File: config.mk
export PLATFORM = sky130hd
export DESIGN_NAME = mem_port_arbiter
export DESIGN_NICKNAME = d
export VERILOG_FILES = /design/src/rtl/mem_port_arbiter.sv
export SDC_FILE = /design/constraint.sdc
export NUM_CORES = 1
export LEC_CHECK = 0
export CAP_MARGIN = 20
export CORE_MARGIN = 2
export CORE_UTILIZATION = 34
export CTS_CLUSTER_SIZE = 8
export DETAILED_ROUTE_END_ITERATION = 16
export PLACE_DENSITY = 0.84
export SLEW_MARGIN = 15
export SYNTH_ARGS = -nofsm -noshare
export SYNTH_HDL_FRONTEND = slang
export SYNTH_SLANG_ARGS = --single-unit
File: constraint.sdc
create_clock -name clk -period 1.6 [get_ports clk]
set_clock_uncertainty 0.1 [all_clocks]
set_input_delay 0.32 -clock clk [delete_from_list [all_inputs] [get_ports clk]]
set_output_delay 0.32 -clock clk [all_outputs]
set_load 0.1 [all_outputs]
File: src/rtl/mem_port_arbiter.sv
// Round-robin arbiter sharing one variable-latency memory port
// between instruction fetch and data load/store, with wait-state timeout.
module mem_port_arbiter #(
  parameter int ADDR_W  = 16,
  parameter int DATA_W  = 16,
  parameter int TIMEOUT = 15
) (
  input  logic              clk,
  input  logic              rst_n,
  input  logic              if_req,
  input  logic [ADDR_W-1:0] if_addr,
  output logic              if_ack,
  output logic              if_err,
  output logic [DATA_W-1:0] if_rdata,
  input  logic              d_req,
  input  logic              d_we,
  input  logic [ADDR_W-1:0] d_addr,
  input  logic [DATA_W-1:0] d_wdata,
  output logic              d_ack,
  output logic              d_err,
  output logic [DATA_W-1:0] d_rdata,
  output logic              mem_en,
  output logic              mem_we,
  output logic [ADDR_W-1:0] mem_addr,
  output logic [DATA_W-1:0] mem_wdata,
  input  logic [DATA_W-1:0] mem_rdata,
  input  logic              mem_ready,
  output logic              busy
);

  localparam int CW =
    (TIMEOUT > 0) ? $clog2(TIMEOUT + 1) : 1;
  localparam logic [CW-1:0] CNT_LAST =
    CW'((TIMEOUT > 0) ? TIMEOUT - 1 : 0);

  localparam logic [1:0] S_IDLE   = 2'd0;
  localparam logic [1:0] S_ACCESS = 2'd1;
  localparam logic [1:0] S_RESP   = 2'd2;

  localparam logic G_IF = 1'b0;
  localparam logic G_D  = 1'b1;

  logic [1:0]        state;
  logic              gnt;
  logic              last_grant;
  logic [CW-1:0]     cnt;
  logic              err_q;
  logic [DATA_W-1:0] rdata_q;

  logic pick_d;
  logic expire;
  logic done;

  // data wins when fetch is idle or fetch had the last turn
  always_comb begin
    pick_d = d_req & (~if_req | (last_grant == G_IF));
    expire = (TIMEOUT != 0) && (cnt == CNT_LAST);
    done   = mem_ready | expire;
  end

  always_ff @(posedge clk) begin
    if (!rst_n) begin
      state      <= S_IDLE;
      gnt        <= G_IF;
      last_grant <= G_D;
      cnt        <= '0;
      err_q      <= 1'b0;
      rdata_q    <= '0;
      mem_en     <= 1'b0;
      mem_we     <= 1'b0;
      mem_addr   <= '0;
      mem_wdata  <= '0;
      if_ack     <= 1'b0;
      d_ack      <= 1'b0;
    end else begin
      if_ack <= 1'b0;
      d_ack  <= 1'b0;
      case (state)
        S_IDLE: begin
          if (if_req | d_req) begin
            gnt        <= pick_d;
            last_grant <= pick_d;
            mem_addr   <= pick_d ? d_addr : if_addr;
            mem_we     <= pick_d & d_we;
            mem_wdata  <= pick_d ? d_wdata : '0;
            cnt        <= '0;
            mem_en     <= 1'b1;
            state      <= S_ACCESS;
          end
        end
        S_ACCESS: begin
          if (done) begin
            // ready takes priority over an expiring counter
            rdata_q <= mem_ready ? mem_rdata : '0;
            err_q   <= ~mem_ready;
            mem_en  <= 1'b0;
            if_ack  <= (gnt == G_IF);
            d_ack   <= (gnt == G_D);
            state   <= S_RESP;
          end else begin
            cnt <= cnt + 1'b1;
          end
        end
        S_RESP: begin
          state <= S_IDLE;
        end
        default: begin
          state  <= S_IDLE;
          mem_en <= 1'b0;
        end
      endcase
    end
  end

  assign if_err   = if_ack & err_q;
  assign d_err    = d_ack & err_q;
  assign if_rdata = rdata_q;
  assign d_rdata  = rdata_q;
  assign busy     = (state != S_IDLE);

endmodule

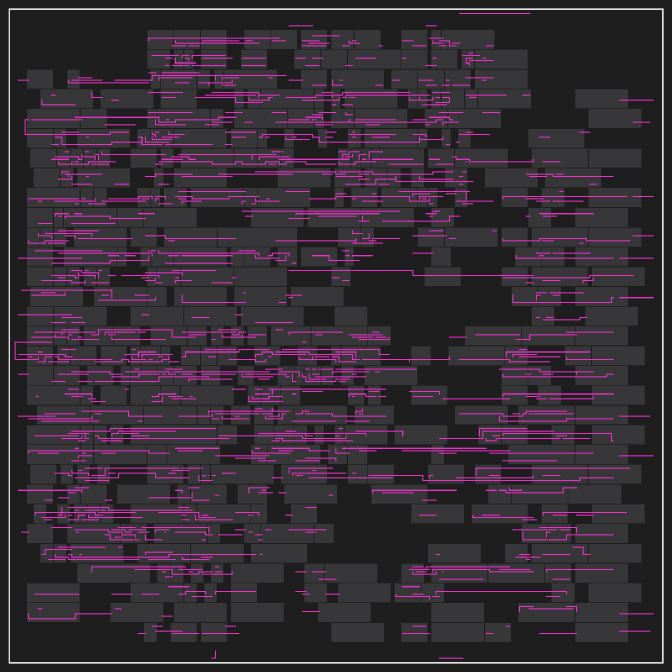
run_1/met1.png
Cells faint in the background.
wire length on this layer	3290 um
share of all routed wire	40%
main direction	horizontal
longest straight run	22.1 um

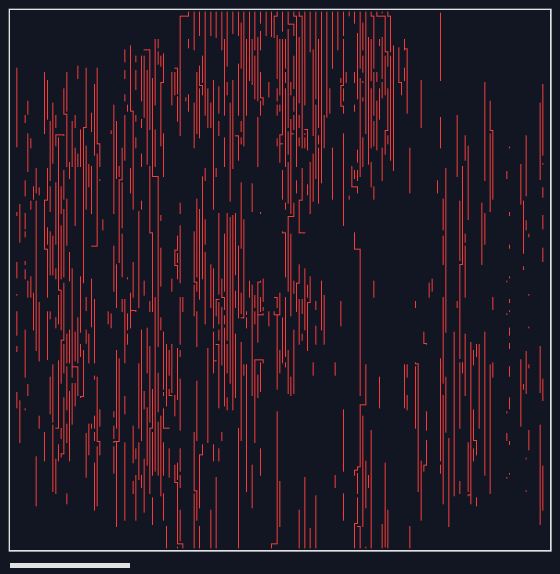
run_1/met2.png
The bar under the picture is 20 um long.
wire length on this layer	4200 um
main direction	vertical

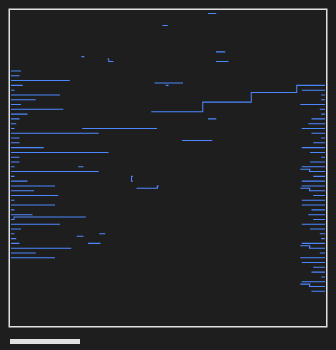
run_1/met3.png
The bar under the picture is 20 um long.
longest straight run	27.4 um
share of all routed wire	7.4%
main direction	horizontal
met3 usage: 6.79%
total wire length: 8190 um

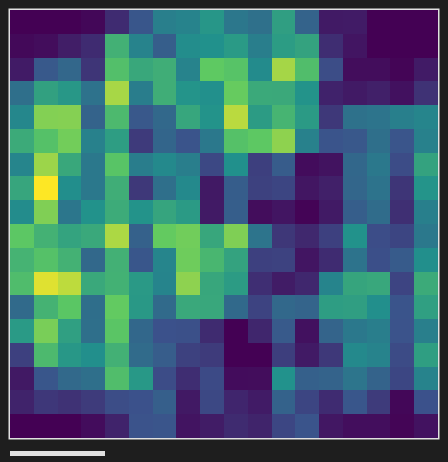
run_1/wire_density.png
The bar under the picture is 20 um long. 18 x 18 tiles, from dark purple (low) to yellow (high), scaled to the fullest tile. Values are wire area over tile area, all layers added.
tiles over half the peak	32%
densest ninth of the die	west
mean over tiles	0.16
nearly empty tiles	6.2%
fullest tile	0.45
global routing usage summed across all routing layers: 20.7%
via count: 2596
detailed-route wire length per cell: 15.9 um

==> run summary, run 1 <==
Implementation numbers.

- The run finished, with violations left.
- The final reports fail on negative setup slack.
- The area share of the leading cell type in the synthesized netlist reads around 49%.
- The worst max-slew margin expressed relative to the limit is 72.2%.
- Ranking logic cells in the layout by count gives the top entries 74 x buf_12, 69 x clkdlybuf4s50_1, 41 x dfxtp_1.
- In this run, the clock network consumes a little over a quarter of the power.
- The layout summary lists the proportion of cells stronger than drive strength 1 as 35.1%.
- The placed standard-cell area reads around 4700 sq um.
- The main area contributors are dfxtp_1 49%, a21oi_1 7.2%, a22o_1 6.0%.
- The full die area reads 8050 sq um.
- The via count of the first global-routing pass is 2707.
- The detail-routed via count per cell is 5.04.
- The gate-level netlist out of Yosys references 36 unique cell types.
- The stage delay of the slowest cell on the critical path reads 0.36 ns.
- The total power draw is 5120 uW.
- At the placement stage, the worst setup path has a slack of -0.357 ns.
- Subtracting the final worst setup slack from the clock period gives 1.60 ns.
- The fmax reads 625 MHz.
- The total power divided by cell area is 1010 nW/um^2.
- The buffer and inverter count on the worst path reads 3.
- Summed over all nets, the half-perimeter wirelength after detailed placement is 5880 um.
- The worst voltage drop across the vdd grid is approximately 0.58 mV.
- Broken down by cell family, the worst path's largest delay share belongs to flip-flops.
- The power dissipated by switching net loads reads 1940 uW.
- In the synthesized netlist, the cells that appear most often are 61 x dfxtp_1, 36 x a21oi_1, 35 x nand2_1.
- The horizontal die dimension reported for this design is 89.7 um.
- The wire length on met2 is between 4000 and 5000 um.
- The reg2reg setup slack is 0.07 ns.
- The post-synthesis cell type with the largest combined area reads dfxtp_1.
- The number of gates resized after CTS reads 9.
- The residual DRC count reads 0.
- The class of the tightest hold or removal check reads register to register.
- In this run the critical path is formed by nor2_4, inv_4, buf_12, buf_16.
- The sum of negative setup slack reads -0.000183 ns.
- The met2 capacity usage during global routing is 35.0%.
- The non-filler instance count after layout is 515.
- The met1 demand-to-capacity share in global routing is 24.8%.
- The logic gate fraction of the total cell area is about a fifth.
- The power in sequential cells reads between 1500 and 2000 uW.
- The number of hold buffers added after CTS is 0.
- The group drawing the most power reads combinational cells.
- The slack of the critical path reads -0.000183 ns.
- The power attributed to combinational cells reads 1980 uW.
- The most frequent logic cell in the layout reads buf_12.
- The largest cell class by area reads buffers.
- The total inserted antenna cells reads 0.
- The post-route standard cell area excluding fillers is between 5000 and 6000 sq um.
- The total area of sequential cells is 1250 sq um.
- The power consumed by the clock network is 1380 uW.
- At the floorplan stage, the core utilization is reported as 34.8%.
- The switching power share of the total is 37.8%.
- The mapped netlist covers roughly 2500 sq um.
- The number of cells reported by Yosys stat comes to around 280.
- Signal routing reaches up to met4.
- Synthesis handed over a netlist of 276 instances.
- dfxtp_1 is the most common cell in the netlist.
- The tally of filler cells in the layout is 494.
- The flow measured a signed area growth from synthesis to layout of 102%.
- Per the gpl log, the routability congestion estimate is approximately 0.8.
- Once synthesis finished, the tally of register bits stood at 61.
- The number of max-capacitance violations reported is 0.
- The remaining antenna violation count after routing is 0.
- The count of final setup violators is 1.
- The clock tree from TritonCTS is built.
- The number of buffers other than clock buffers in the final layout is between 150 and 200.
- The number of warning messages in the yosys log reads 0.
- The critical path is of the register to primary output type.
- Setup repair after global routing could not meet its margin everywhere.
- The number of warning messages in the logs is 30.
- The cell row count is 31.
- The number of enable flip-flop cells is 0.
- In this run the static leakage power is 0.00196 uW.
- The root cell of the clock tree reads clkbuf_8.
- The CTS buffer count reads 9.
- The async set-or-reset flop fraction in the synthesized netlist reads 0%.
- The layout sequential cell count reads 61.
- The maximum buffer depth of the clock tree is 2.
- The initial antenna violation count was 0.
- The routed metal-1 wire length reads 3290 um.
- Per the final report, max-transition violations number 0.
- In the final layout, excluding clock inverters the inverter count is 3.
- The final net count reads 483.
- The kind of end point of the critical path reads a primary output.
- The cell-internal power is roughly 3200 uW.
- Dividing the synthesized area by the synthesized cell count gives slightly above 9 sq um.
- The area of the core region reads just over 7000 sq um.
- Global route summary, busiest routing layer listed as met2.
- Entering global routing, the biggest net connects 31 pins.
- The timing report shows that the slowest cell on the worst path is dfxtp_4.
- The tap cell count reads 99.
- The leftover overflow at the end of global routing is 0.
- The worst hold slack reads 0.329 ns.
- The net count after synthesis reads 348.
- Once the clock tree was built, the setup fixing pass inserted 3 buffers.
- Including well taps, the total number of placed cells is 493.
- The starting DRC count in detailed routing reads 73.
- The utilization of the core after routing reads 70.3%.
- The y dimension of the die is 89.7 um.
- The layout multi-input combinational cell count reads ~170.
- The fraction of power consumed by sequential logic reads 34.3%.
- The routed length on met3 is roughly 600 um.
- The clock-pin slew on the worst setup and hold paths is roughly 0.070 ns.
- The clock latency of the later-clocked register in the worst-skew pair is 0.33 ns.
- Of the total power, combinational logic draws 38.7%.
- The slew at the pin with the worst max-slew slack reads 0.417 ns.
- The total iterations of the first detailed-routing run reads 4.
- The Yosys chip area is about 2500 sq um.
- The startpoint type of the worst setup path is a register.
- According to the I/O placement log, the pin count is 141.
- The non-clock buffer share of cell area reads 47.3%.
- The data arrival time at the worst-slack endpoint reads 1.18 ns.
- The final number of hold-violating endpoints reads 0.
- The share of the yosys chip area belonging to registers is 48.8%.
- The required time at the endpoint of the critical path is approximately 1.2 ns.
- The combinational gate area reads 1070 sq um.
- The most common flop cell mapped by yosys is dfxtp_1.
- Buffers placed on the I/O ports in this run total 140.
- The clock drives 61 sinks.
- The total of clock buffers placed in the layout is 10.
- The highest net fanout along the worst path is 4.
- The share of final layout cell area taken by clock buffers and inverters is between 3 and 4%.
- The number of levels the H-tree was split into is 3.
- The portion of the clock cycle consumed by the worst path in the final layout is 100%.
- Sequential cells make up 24.8% of the cell area.
- The global-route wire length before repair reads roughly 14000 um.
-- run 1: sequential cells by signal, summed over array words and instances (netlist names), 2 cells and up --
name	cells
cnt	4
d_rdata	16
mem_addr	16
mem_wdata	16
state	2
-- run 1: cells by family after synthesis --
logic type	synth area share [%]
buffers and inverters	9.76
and+or+nand+nor	13.3
adders and majority gates	1.00
AOI/OAI and AO/OA	27.1
DFF	48.8
-- run 1: path summary, 6_finish.rpt --
check | start | cells past startpoint | endpoint
setup / recovery | state[0] | 4 | busy
hold / removal | gnt | 1 | if_ack
setup reg to reg | cnt[0] | 6 | d_rdata[0]
hold reg to reg | gnt | 1 | if_ack
==> inputs of run 2 (changes only) <==
Settings changed: CTS_BUF_LIST set to sky130_fd_sc_hd__clkbuf_8 sky130_fd_sc_hd__clkbuf_16, GPL_TIMING_DRIVEN set to 0.
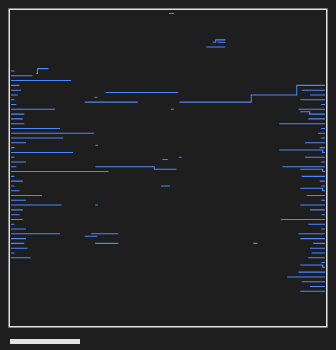
run_2/met3.png
The bar under the picture is 20 um long.
share of all routed wire	7.5%
longest straight run	27.4 um
via count: 2728
met3 usage: 6.29%
total wire length: 8020 um

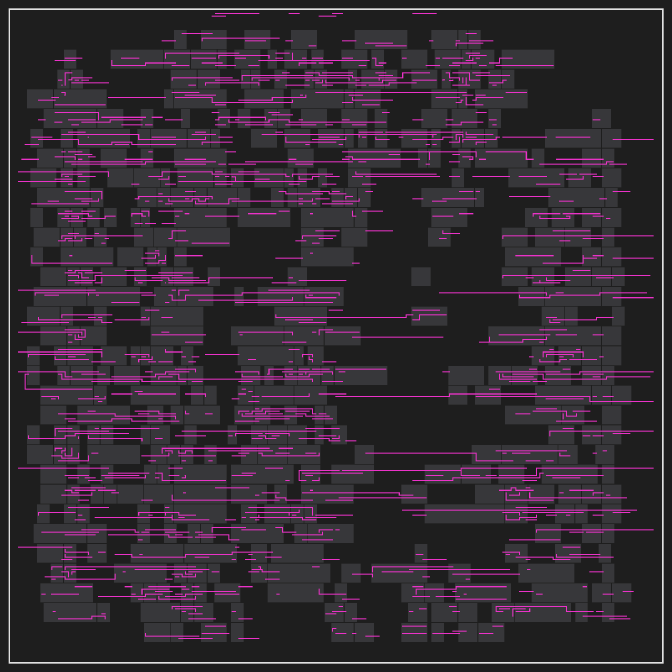
run_2/met1.png
Cells faint in the background.
wire length on this layer	3310 um
longest straight run	32.2 um
main direction	horizontal
share of all routed wire	41%
met1 track demand over resource in global routing: 22.0%

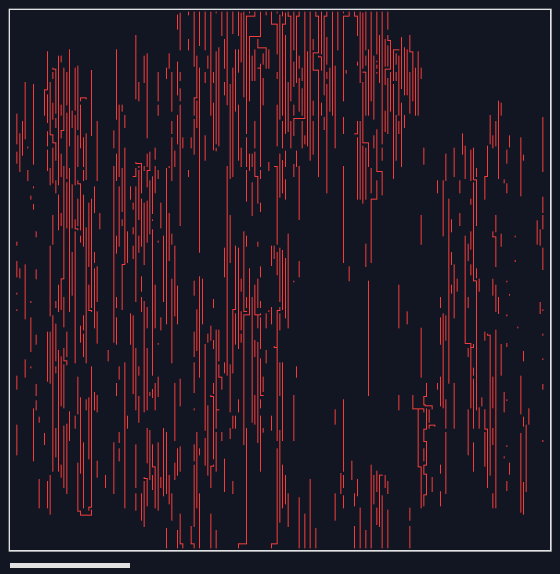
run_2/met2.png
The bar under the picture is 20 um long.
nets with wire on the layer	456
longest straight run	34.7 um

==> run 2 against run 1 <==
The flow now finishes without violations. Die area did not move. First-iteration DRC count rose by 2.7%. Cell count rose by 4.5%. Critical path depth did not move. Final area fell by 18%. Sequential cell count did not move. Power fell by 8.1%. Fmax rose by 0.51%. Register-to-register slack barely moved. Core utilization fell by 13 points. Combinational power fell by 17%. Critical path type unchanged.
==> run summary, run 2 <==
Implementation numbers.

- The flow ran to the end, and the final reports show no timing, DRC or antenna violations.
- The number of stages on the worst setup path is 4.
- The startpoint type of the worst setup path reads a register.
- The remaining antenna violation count after routing reads 0.
- The clock-pin slew on the worst setup and hold paths reads 0.07 ns.
- Setup repair after global routing could not meet its margin everywhere.
- The total of clock buffers placed in the layout reads 10.
- Among all flip-flop cells after synthesis, the most frequent one is dfxtp_1.
- Of the total standard cell area in the layout, the sequential portion is 30.3%.
- The largest single stage delay on the critical path is 0.36 ns.
- The layout sequential cell count is around 61.
- The utilization of the core after routing reads 57.5%.
- The die is around 90 um tall.
- The via count of the first global-routing pass reads 2809.
- The synthesis report lists the Yosys warning total as 0.
- The register bit count reported by yosys is 61.
- The count of final setup violators is 0.
- For this design, the sink count on the clock tree is 61.
- The fmax is 628 MHz.
- According to the floorplan report, the die width is 89.7 um.
- The portion of the clock cycle consumed by the worst path in the final layout reads 99.5%.
- The power dissipated by switching net loads is 1870 uW.
- The final net count is 506.
- The number of signal-net inverters in the final layout is 3.
- The kind of critical path reads register to primary output.
- The wire length on met2 reads 4020 um.
- The number of enable flip-flop cells is 0.
- The half-perimeter wire length of the detailed placement result is 5790 um.
- For flop-to-flop paths, the worst setup slack is about 0.070 ns.
- The max-slew violation total from the final report reads 0.
- Across every metal layer, demand over resource in global routing totals 19.6%.
- The root cell of the clock tree reads clkbuf_8.
- On met2, the global router reports a usage of 34.9%.
- Sequential cells were found to cover 48.8% of the synthesized design area.
- The standby leakage power is 0.00183 uW.
- TritonCTS built the clock tree.
- The net count after synthesis reads 348.
- The total power divided by cell area reads 1140 nW/um^2.
- The final number of hold-violating endpoints reads 0.
- The number of max-capacitance violations reported is 0.
- The leftover overflow at the end of global routing is 0.
- The maximum buffer depth of the clock tree is 2.
- Listed in order, past its start point the critical path passes nor2_4, inv_4, buf_8, buf_12.
- The slack of the critical path reads 0.00799 ns.
- The pre-placement core utilization is 34.8%.
- The required time at the endpoint of the critical path is 1.18 ns.
- The global-route wire length before repair is 13000 um.
- The detail-routed via count per cell is 5.07.
- Registers are responsible for a little over a third of the overall power.
- By area the synthesized netlist is led by dfxtp_1 49%, a21oi_1 7.2%, a22o_1 6.0%.
- The pre-CTS setup check shows a worst slack of -0.788 ns.
- The area of the core region is 7180 sq um.
- The class of the tightest hold or removal check reads input pin to register.
- The worst voltage drop across the vdd grid is 0.525 mV.
- The cell-internal power reads 2840 uW.
- The family with the most delay on the worst path reads flip-flops.
- Multi-input gates account for about a quarter of the area.
- Hold timing on the final database bottoms out at a slack of 0.151 ns.
- In this run, post-CTS hold repair placed 0 buffers.
- The CTS buffer count is 9.
- The share of synthesized area in the top cell type comes to 48.8%.
- Counting every instance in the synthesized netlist gives 276.
- Per the timing report, the biggest fanout along the worst path comes to 5.
- The uppermost metal layer occupied by signal nets reads met4.
- The combinational gate area is roughly 1100 sq um.
- According to the report, the first pass of detailed routing completed in 4 iterations.
- The total area of sequential cells reads 1250 sq um.
- The final report lists a non-filler cell total of 538.
- The post-route standard cell area excluding fillers reads 4130 sq um.
- The routed length on met3 reads about 600 um.
- The count of placed standard cells including taps reads 514.
- The average size of a mapped cell reads between 9 and 10 sq um.
- The number of antenna diodes in the final layout is 0.
- The DRC violation total left in the routed layout is recorded as 0.
- The cell row count is 31.
- The Yosys chip area reads 2500 sq um.
- The data arrival time at the worst-slack endpoint reads roughly 1.2 ns.
- The most common logic cell in the final layout is clkdlybuf4s50_1.
- In the final layout, the share of cells above drive strength 1 is 38.0%.
- The placement summary gives the final routability congestion estimate as 0.750.
- The largest cell class by area is buffers.
- The worst max-slew margin expressed relative to the limit reads 59.3%.
- The worst hold path depth is 2.
- The worst register-to-register path depth is 6.
- Per the skew report, the later register of the worst-skew pair sees a clock latency of 0.33 ns.
- The switching power share of the total is 39.7%.
- The async set-or-reset flop fraction in the synthesized netlist reads 0%.
- The total power draw reads around 4700 uW.
- Looking at the clock tree report, the H-tree level count equals 3.
- Between the synthesized netlist and the finished layout, the area growth was recorded as 65.2%.
- The post-synthesis cell type with the largest combined area reads dfxtp_1.
- The number of buffers inserted to repair setup after CTS is 2.
- The I/O pin total reads 141.
- The initial antenna violation count came to 0.
- The count of input and output buffers reads around 140.
- The global router reports that the layer with the highest usage is met2.
- The tap cell count reads just under 100.
- The number of gates resized after CTS reads 389.
- STA classifies the critical path endpoint as a primary output.
- The distinct cell type count after synthesis is 36.
- The die covers 8050 sq um.
- The layout multi-input combinational cell count is 173.
- The placed standard-cell area is ~4000 sq um.
- The starting DRC count in detailed routing reads 75.
- The number of buffers other than clock buffers in the final layout is 186.
- The worst path in the final design needs a cycle of around 1.6 ns, including I/O delays and setup.
- The most numerous cell in the Yosys netlist is dfxtp_1.
- The share of final layout cell area taken by clock buffers and inverters is 4.85%.
- The routed metal-1 wire length is 3310 um.
- By instance count after routing, the leading logic cell types are 66 x clkdlybuf4s50_1, 59 x buf_2, 44 x buf_4.
- The slew at the pin with the worst max-slew slack reads 0.610 ns.
- The tally of filler cells in the layout reads 662.
- The cell area after synthesis is 2500 sq um.
- The combinational group share of total power reads 34.9%.
- The number of warning messages in the logs is 30.
- Ranked by instance count, the synthesized netlist is headed by 61 x dfxtp_1, 36 x a21oi_1, 35 x nand2_1.
- The yosys cell count is around 280.
- The script logs the mean routed wire length per placed instance as about 15 um.
- The clock group share of total power is slightly below 30%.
- The non-clock buffer share of cell area reads a little over a third.
- The buffer and inverter count on the worst path is 3.
- The slowest library cell on the worst path reads dfxtp_4.
- The largest net degree at the start of global routing reads 12.
- In the final timing run, aggregate negative setup slack is 0 ns.
[run 2: cell counts after synthesis]
No cell type changed its count.
[run 2: path summary, 6_finish.rpt]
check | from | to
setup / recovery | state[0] | busy
hold / removal | rst_n | last_grant
setup reg to reg | cnt[0] | d_rdata[3]
hold reg to reg | gnt | if_ack
[run 2: logic make-up (layout without fill, tap and decap cells)]
logic type | after synthesis | after routing | share of synthesized area [%]
compound gates | 100 | 100 | 27.1
fa+ha+maj | 2 | 2 | 1.00
buf+inv | 42 | 205 | 9.76
flops | 61 | 61 | 48.8
simple gates | 71 | 71 | 13.3
[run 2: power groups by stage]
stage	clock network, uW	registers, uW	logic, uW
3_5_place_dp	0	1720	1650
4_1_cts	1410	1690	1600
2_1_floorplan	0	2380	497
3_3_place_gp	0	1720	1630
6_report	1370	1690	1640
5_1_grt	1470	1700	1710
No activity file was given, so power comes from the tool's default toggle rates.
